<file path="src/rtl/icache_direct.sv">
// Direct-mapped instruction cache: 16 one-word frames with a zero-latency hit path.
// A miss stalls in FETCH until memory drops iwait, then fills the frame.
module icache_direct (
  input  logic        CLK,
  input  logic        RST,
  input  logic        imemREN,
  input  logic [31:0] imemaddr,
  output logic        ihit,
  output logic [31:0] imemload,
  input  logic        iwait,
  input  logic [31:0] iload,
  output logic        iREN,
  output logic [31:0] iaddr,
  output logic [31:0] hit_count,
  output logic [31:0] miss_count
);

  typedef enum logic {IDLE = 1'b0, FETCH = 1'b1} state_e;

  state_e      state_q, state_d;
  logic [15:0] valid_q, valid_d;
  logic [25:0] tag_q  [16];
  logic [31:0] data_q [16];
  logic [31:0] miss_addr_q, miss_addr_d;
  logic [31:0] hit_cnt_q, hit_cnt_d;
  logic [31:0] miss_cnt_q, miss_cnt_d;
  logic [3:0]  req_idx, fill_idx;
  logic [25:0] req_tag;
  logic        fill_we;
  logic        unused_byte_bits;

  function automatic logic [31:0] sat_inc(input logic [31:0] v);
    return (v == 32'hFFFF_FFFF) ? v : v + 32'd1;
  endfunction

  assign req_idx          = imemaddr[5:2];
  assign req_tag          = imemaddr[31:6];
  assign fill_idx         = miss_addr_q[5:2];
  assign unused_byte_bits = ^imemaddr[1:0];
  assign hit_count        = hit_cnt_q;
  assign miss_count       = miss_cnt_q;

  always_comb begin
    state_d     = state_q;
    valid_d     = valid_q;
    miss_addr_d = miss_addr_q;
    hit_cnt_d   = hit_cnt_q;
    miss_cnt_d  = miss_cnt_q;
    ihit        = 1'b0;
    imemload    = 32'd0;
    iREN        = 1'b0;
    iaddr       = 32'd0;
    fill_we     = 1'b0;
    case (state_q)
      IDLE: begin
        if (imemREN) begin
          if (valid_q[req_idx] && (tag_q[req_idx] == req_tag)) begin
            ihit      = 1'b1;
            imemload  = data_q[req_idx];
            hit_cnt_d = sat_inc(hit_cnt_q);
          end else begin
            state_d     = FETCH;
            miss_addr_d = {imemaddr[31:2], 2'b00};
            miss_cnt_d  = sat_inc(miss_cnt_q);
          end
        end
      end
      FETCH: begin
        // The latched miss address owns the fill; live request inputs are ignored here.
        iREN  = 1'b1;
        iaddr = miss_addr_q;
        if (!iwait) begin
          fill_we           = 1'b1;
          valid_d[fill_idx] = 1'b1;
          state_d           = IDLE;
        end
      end
      default: state_d = IDLE;
    endcase
  end

  always_ff @(posedge CLK) begin
    if (RST) begin
      state_q     <= IDLE;
      valid_q     <= 16'd0;
      miss_addr_q <= 32'd0;
      hit_cnt_q   <= 32'd0;
      miss_cnt_q  <= 32'd0;
    end else begin
      state_q     <= state_d;
      valid_q     <= valid_d;
      miss_addr_q <= miss_addr_d;
      hit_cnt_q   <= hit_cnt_d;
      miss_cnt_q  <= miss_cnt_d;
    end
  end

  // Tag/data arrays carry no reset; a reset still blocks an in-flight fill.
  always_ff @(posedge CLK) begin
    if (fill_we && !RST) begin
      tag_q[fill_idx]  <= miss_addr_q[31:6];
      data_q[fill_idx] <= iload;
    end
  end

endmodule

</file>
<file path="config.mk">
export PLATFORM = sky130hd
export DESIGN_NAME = icache_direct
export DESIGN_NICKNAME = d
export VERILOG_FILES = /design/src/rtl/icache_direct.sv
export SDC_FILE = /design/constraint.sdc
export NUM_CORES = 1
export LEC_CHECK = 0
export ABC_AREA = 1
export CORE_UTILIZATION = 55
export CTS_CLUSTER_DIAMETER = 200
export DETAILED_ROUTE_END_ITERATION = 7
export PLACE_DENSITY = 0.75
export SLEW_MARGIN = 20
export SYNTH_ARGS = -nofsm -noshare
export SYNTH_HDL_FRONTEND = slang
export SYNTH_SLANG_ARGS = --single-unit
</file>
<file path="constraint.sdc">
create_clock -name CLK -period 7.39 [get_ports CLK]
set_input_delay 1.478 -clock CLK [delete_from_list [all_inputs] [get_ports CLK]]
set_output_delay 1.478 -clock CLK [all_outputs]
set_load 0.01 [all_outputs]
</file>
Figure 1. Wire density map.
(1 px per µm) 29 x 29 tiles, from dark purple (low) to yellow (high), scaled to the fullest tile. Values are wire area over tile area, all layers added.
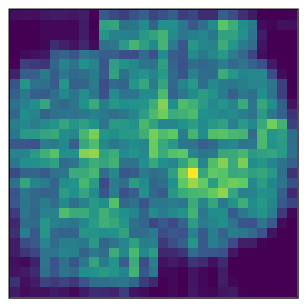
emptiest ninth of the die: bottom right
mean over tiles: 0.24
tiles over half the peak: 26%
nearly empty tiles: 9.9%
fullest tile: 0.67
Vias: 32,578
WL/cell: 21.08 µm

Figure 2. Clock nets.
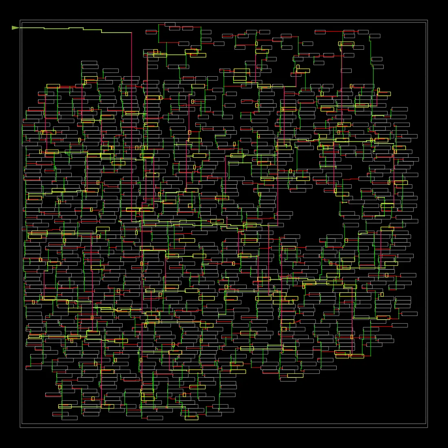
clkbuf count: 122
registers: 1,039
CTS sink count: 1,039

==> results.json <==
{
  "status": "completed",
  "worst_slack_ns": 0.7596,
  "grt_util_all_layers_pct": 28.27,
  "start_kind": "input port",
  "dp_cells": 5378,
  "path_cells": "clkbuf_8, inv_8, buf_12, nor2_1, o21ai_0, nand3_1, nand3_1, nand2_1, nand2_1, nand2_1, nor2_1, nand2_1, nor2_1, nand2_1, nor2_4, nand3_4, a21oi_1, clkdlybuf4s50_1",
  "ys_cells": 4320,
  "signal_buffers": 253,
  "highest_layer": "met5",
  "async_flop_share_pct": 0,
  "drc": 0,
  "p_seq_share_pct": 52.2,
  "chipArea_um2": 82570,
  "hold_buffers": 0,
  "fillCellCount": 6075,
  "crit_start": "imemaddr[3]",
  "layout.cells.non_filler": 5569,
  "layout_top_cell": "nand2_1",
  "clk_path_buf_depth": 3,
  "switching_power_w": 0.002811,
  "final.setup.tns_ns": 0,
  "met2_usage_pct": 45.99,
  "cts_resized": 0,
  "p_leak_nw": 19.31,
  "hold_start": "valid_q[6]",
  "buf_share_pct": 5.204,
  "clock_skew_ns": 0.03312,
  "n_antenna_cell": 3,
  "layout.nets": 4490,
  "r2r.worst_path.cells": 6,
  "reg.largest.list": "data_q (512), tag_q (416)",
  "flop_cell": "edfxtp_1",
  "crit_type": "in -> out",
  "clk_latency_ns": 0.68,
  "min_period_ns": 6.630,
  "whs_endpoint": "valid_q[6]",
  "clk_root_buffer_cell": "clkbuf_16",
  "grt_pass1_vias": 31184,
  "cts_buffers": 100,
  "gp_congestion": 0.8876,
  "syn_inst": 4320,
  "antenna_left": 0,
  "io_buffers": 193,
  "yosysChipArea_um2": 44780,
  "path_buffers": 4,
  "num_io_pins": 198,
  "clk_share_pct": 6.573,
  "slew_headroom_pct": 18.97,
  "p_sw_share_pct": 22.56,
  "clk-power_w": 0.00520
}
Figure 3. Cell classes on the final placement.
(1.5 px per µm)
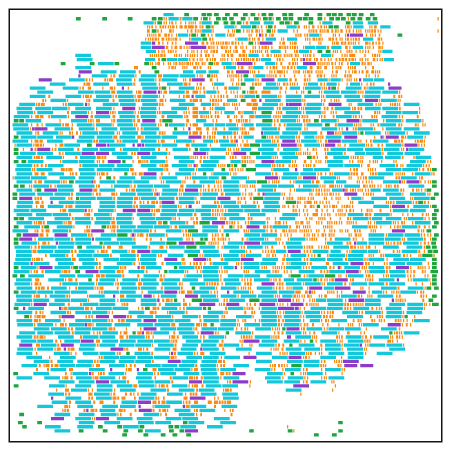
[flops] cyan | cells: 1,039 | share of their area: 60%
[combinational and other logic] orange | cells: 3,026 | share of their area: 27%
[other buffers and delay cells] green | cells: 253 | share of their area: 5.3%
[clock drivers and dummy loads] purple | cells: 188 | share of their area: 6.7%
post-layout util: 63.43%
row count: 104
Core ar.: 80,550 µm²
flop share of the area: 58.90%
Final Cell Area: 51,090 µm²

Figure 4. Metal 3.
(1 px per µm) Cells faint in the background.
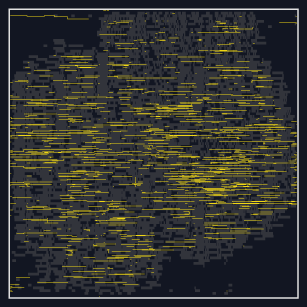
nets with wire on the layer: 381
wire length on this layer: 11,300 µm
longest straight run: 116 µm
main direction: horizontal
share of all routed wire: 9.6%
Final Routed Wirelength: 117.4 mm
GR Util met3: 4.849%

